Figure 1. Gate-type map (run 1).
The bar under the picture is 20 um long.
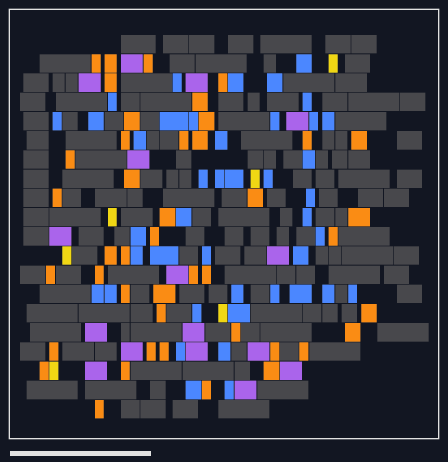
Figure 2. Routing congestion map (run 1).
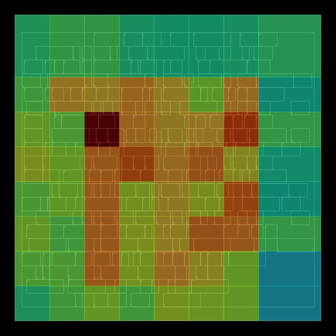
Figure 3. Clock wires, drivers and flops (run 1).
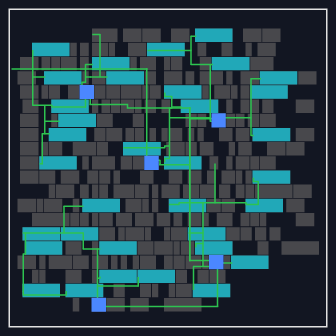
==> config.mk <==
export PLATFORM = sky130hd
export DESIGN_NAME = conv_frame_sequencer
export DESIGN_NICKNAME = d
export VERILOG_FILES = /design/src/rtl/conv_frame_sequencer_pkg.sv /design/src/rtl/conv_frame_sequencer_pix_counter.sv /design/src/rtl/conv_frame_sequencer.sv
export SDC_FILE = /design/constraint.sdc
export NUM_CORES = 1
export LEC_CHECK = 0
export CORE_MARGIN = 1
export CORE_UTILIZATION = 50
export DETAILED_ROUTE_END_ITERATION = 7
export PLACE_DENSITY = 0.86
export SYNTH_ARGS = -nofsm -noshare
export SYNTH_HDL_FRONTEND = slang
export SYNTH_SLANG_ARGS = --single-unit
==> constraint.sdc <==
create_clock -name clk -period 3.1 [get_ports clk]
set_clock_uncertainty 0.15 [all_clocks]
set_input_delay 0.465 -clock clk [delete_from_list [all_inputs] [get_ports clk]]
set_output_delay 0.465 -clock clk [all_outputs]
set_load 0.05 [all_outputs]
==> flow_summary.toml, run 1 <==
# generated from flow reports
[clock_network]
buffer_depth_of_the_longest_clock_path = 2
ctsHtreeMaxLevel = 2
cts.root.buffer_cell = "clkbuf_4"
cts-resized-gates = 0

[worst_hold_path]
hold-path-cell-count = 1

[detailed_routing]
viasPerCell = 5.61
met2_wirelength_um = 1840
count_of_vias_placed_by_the_detailed_router = 1643
dr_iter_0_viols = 95
first_pass_iters = 4

[setup_path]
rr_worst_depth = 5
critPathRequiredTime_ns = 2.48
reg2reg_setup_slack_ns = 0.76

[floorplanning]
io_pins = 36
fp.coreArea_mm2 = 0.00315

[synthesis]
yosys.stat.chipArea_mm2 = 0.00172
numSynthFlops = 34
yosys-stat-cells = 206
synth.top_cell.area_share_pct = 39.6
synthArstFlopShare_pct = 0
yosys-top-cells-count = "34 x dfxtp_1, 27 x nor2_1, 19 x nand2_1"
synth.avg_cell_area_um2 = 8.34

[pwr]
power.combinational.total_uw = 155
p_switching_uw = 257
power.density_mw_per_mm2 = 384
static-leakage-power_nw = 0.747

[final_layout]
syn2layout_area_growth_pct = 31.1
filler_cell_count = 262
antenna_cells_inserted = 0

[global_routing]
grt_use_met1_pct = 29.6
largest_net_degree_at_the_start_of_global_routing = 16
antenna_found_initial = 0

[sta]
maxSlewHeadroom_pct = 53.3
final_max_slew_viol_count = 0
setup-tns-final_ns = 0
fin_crit_ns = 2.78

[run_status]
run_status = "finished clean"

[placed_design]
post-dp-hpwl_um = 2830
routabilityCongestion = 0.869
io_buffers = 35

[run]
drv.max_cap_violation_count = 0
## Picture notes: Figure 1
Yellow marks inv cells, cells 6, most used inv_1. Orange marks nor cells, cells 43, most used nor2_1. Blue marks nand cells, cells 42, most used nand2_1. Purple marks xor and xnor cells, cells 16.
count of placed standard cells in the final layout, fillers left out: 293
combinational fraction of the cell area: 43.7%

## Picture notes: Figure 2
most used routing layer in global routing: met2
global routing usage on met3: 7.25%
total global-route track usage: 23.5%

## Picture notes: Figure 3
Blue marks clock drivers, count 5. Cyan marks flip-flops, count 34. Green marks clock wires, length 427 um.
There are 6 routed clock nets.
fraction of power consumed by the clock network: 30.0%
later-pin clock latency in the skew report: 0.34 ns
clock network power: 259 uW

## run 1: cells in the final DEF (no fill, tap or decap), drive strengths merged, types with 3 or more instances in the layout
cell           count
dfxtp             34
clkdlybuf4s50     31
nor2              27
nand2             19
buf               12
nand3             10
a21oi              9
xor2               8
xnor2              8
nor4               7
o21ai              7
clkbuf             7
inv                6
nand4              5
or4                5
mux2i              5
or3                5
ha                 5
nor2b              4
and4               4
nor3               3
nand2b             3
o31ai              3
o211ai             3
## run 1: cell type report
class                      instances  area (um^2)  area share [%]
sequential                        34          681            30.2
clock buffer                       7         55.1            2.44
clock inverter                     1         5.00           0.222
multi-input combinational        158          983            43.7
tap                               44         55.1            2.44
inverter                           6         22.5            1.00
timing repair buffer              43          450            20.0
## run 1: per-stage QoR
stage | power (mW) | area, um^2 | cells | hold WS (ns)
after floorplan | 0.558 | 1720 | 206 | 0.276
after global placement | 0.611 | 2190 | 285 | 0.289
after detailed placement | 0.614 | 2190 | 285 | 0.301
after CTS | 0.868 | 2250 | 293 | 0.325
after global routing | 0.898 | 2250 | 293 | 0.362
final | 0.864 | 2250 | 293 | 0.318
## run 1: cells by family after synthesis
| family | count (synthesis) | synth area share (%) |
|---|---|---|
| AND-OR/OR-AND | 28 | 10.1 |
| AND/OR/NAND/NOR | 104 | 32.4 |
| adder cells (fa/ha/maj) | 5 | 3.64 |
| flip-flops | 34 | 39.6 |
| buffers and inverters | 14 | 3.13 |
| multiplexers | 5 | 2.91 |
| XOR/XNOR | 16 | 8.16 |
## run 1: critical path, stage by stage, from the launching register on
cell and delay (ns):
dfxtp_1 0.36, buf_4 0.20, xor2_1 0.26, nand3_1 0.36, o21ai_0 0.45, buf_12 0.19
==> run 2, diff against run 1 <==
--- a/config.mk
+++ b/config.mk
@@ -7,6 +7,8 @@
 export LEC_CHECK = 0
 export CORE_MARGIN = 1
 export CORE_UTILIZATION = 50
+export CTS_CLUSTER_DIAMETER = 80
+export CTS_CLUSTER_SIZE = 24
 export DETAILED_ROUTE_END_ITERATION = 7
 export PLACE_DENSITY = 0.86
 export SYNTH_ARGS = -nofsm -noshare
Figure 4. Gate-type map (run 2).
The bar under the picture is 20 um long.
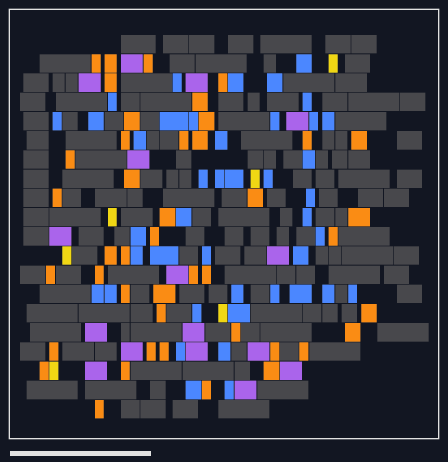
Orange marks nor cells, cells 43, most used nor2_1. Purple marks xor and xnor cells, cells 16. Yellow marks inv cells, cells 6, most used inv_1. Blue marks nand cells, cells 42, most used nand2_1.
most common logic cell in the routed design: dfxtp_1

==> flow_summary.toml, run 2 <==
# generated from flow reports
[run_status]
run_status = "finished clean"

[clock_network]
clock.latency.late_pin_ns = 0.34
ctsHtreeMaxLevel = 2
cts.root.buffer_cell = "clkbuf_4"
buffer_depth_of_the_longest_clock_path = 2

[setup_path]
critical_path.cell_chain = "buf_4 > xor2_1 > nand3_1 > o21ai_0 > buf_12"
rr_worst_depth = 5
reg2reg_setup_slack_ns = 0.76
critPathRequiredTime_ns = 2.48

[sta]
final_max_slew_viol_count = 0
maxSlewHeadroom_pct = 53.3
whs_ns = 0.318
setup-tns-final_ns = 0
fin_crit_ns = 2.78

[final_layout]
finish.instance_area_mm2 = 0.00225
final_cell_count_no_fill = 293
lay_top_cells = "34 x dfxtp_1, 31 x clkdlybuf4s50_1, 27 x nor2_1, 19 x nand2_1, 10 x nand3_1"
filler_cell_count = 262
syn2layout_area_growth_pct = 31.1

[global_routing]
globalRouteTotalUtil_pct = 23.5
antenna_found_initial = 0
largest_net_degree_at_the_start_of_global_routing = 16

[placed_design]
io_buffers = 35
place.detailed.instances = 285
post-dp-hpwl_um = 2830

[detailed_routing]
first_pass_iters = 4
dr_iter_0_viols = 95
count_of_vias_placed_by_the_detailed_router = 1643

[pwr]
power.density_mw_per_mm2 = 384
fin_total_pwr_uw = 864
power.share.clock_pct = 30.0
static-leakage-power_nw = 0.747

[synthesis]
synth.top_cell.area_share_pct = 39.6
yosys-stat-cells = 206
yosys-top-cells-count = "34 x dfxtp_1, 27 x nor2_1, 19 x nand2_1"
synthArstFlopShare_pct = 0

[run]
drv.max_cap_violation_count = 0
[run 2: cell counts in the layout (fill, tap and decap cells not counted)]
No cell type changed its count.
[run 2: layout make-up]
class | instances | area [um^2] | area share [%]
multi-input combinational | 158 | 983 | 43.7
sequential | 34 | 681 | 30.2
timing repair buffer | 43 | 450 | 20.0
clock buffer | 7 | 55.1 | 2.44
tap | 44 | 55.1 | 2.44
inverter | 6 | 22.5 | 1.00
clock inverter | 1 | 5.00 | 0.222
[run 2: power groups by stage]
| stage | Clock (mW) | Combinational [mW] | Sequential, mW |
|---|---|---|---|
| after floorplan | 0 | 0.0755 | 0.483 |
| after global placement | 0 | 0.151 | 0.459 |
| after detailed placement | 0 | 0.154 | 0.460 |
| after CTS | 0.263 | 0.155 | 0.450 |
| after global routing | 0.282 | 0.166 | 0.451 |
| final | 0.259 | 0.155 | 0.450 |
[run 2: metal layers]
metal | wire (um) | GRT usage (%) | up-vias
met3 | 183 | 7.25 | 8
met1 | 1800 | 29.6 | 767
met4 | 54 | 10.4 | 0
met2 | 1840 | 37.0 | 42
met5 | 0 | 0 | -
li1 | - | - | 826
[run 2: cell families (layout without fill, tap and decap cells)]
| group | count (synthesis) | in the layout | synth area share [%] |
|---|---|---|---|
| AND-OR/OR-AND | 28 | 28 | 10.1 |
| flip-flops | 34 | 34 | 39.6 |
| AND/OR/NAND/NOR | 104 | 104 | 32.4 |
| XOR/XNOR | 16 | 16 | 8.16 |
| multiplexers | 5 | 5 | 2.91 |
| buffers and inverters | 14 | 57 | 3.13 |
| adder cells (fa/ha/maj) | 5 | 5 | 3.64 |
[run 2: critical path: cells and delay by family (launching register included)]
kind                      cells  cell delay (ns)
buffers and inverters         2             0.39
AOI/OAI and AO/OA             1             0.45
DFF                           1             0.36
and+or+nand+nor               1             0.36
xor gates and xnor gates      1             0.26
Power figures rest on the tool's default switching activity, not on a simulated workload.
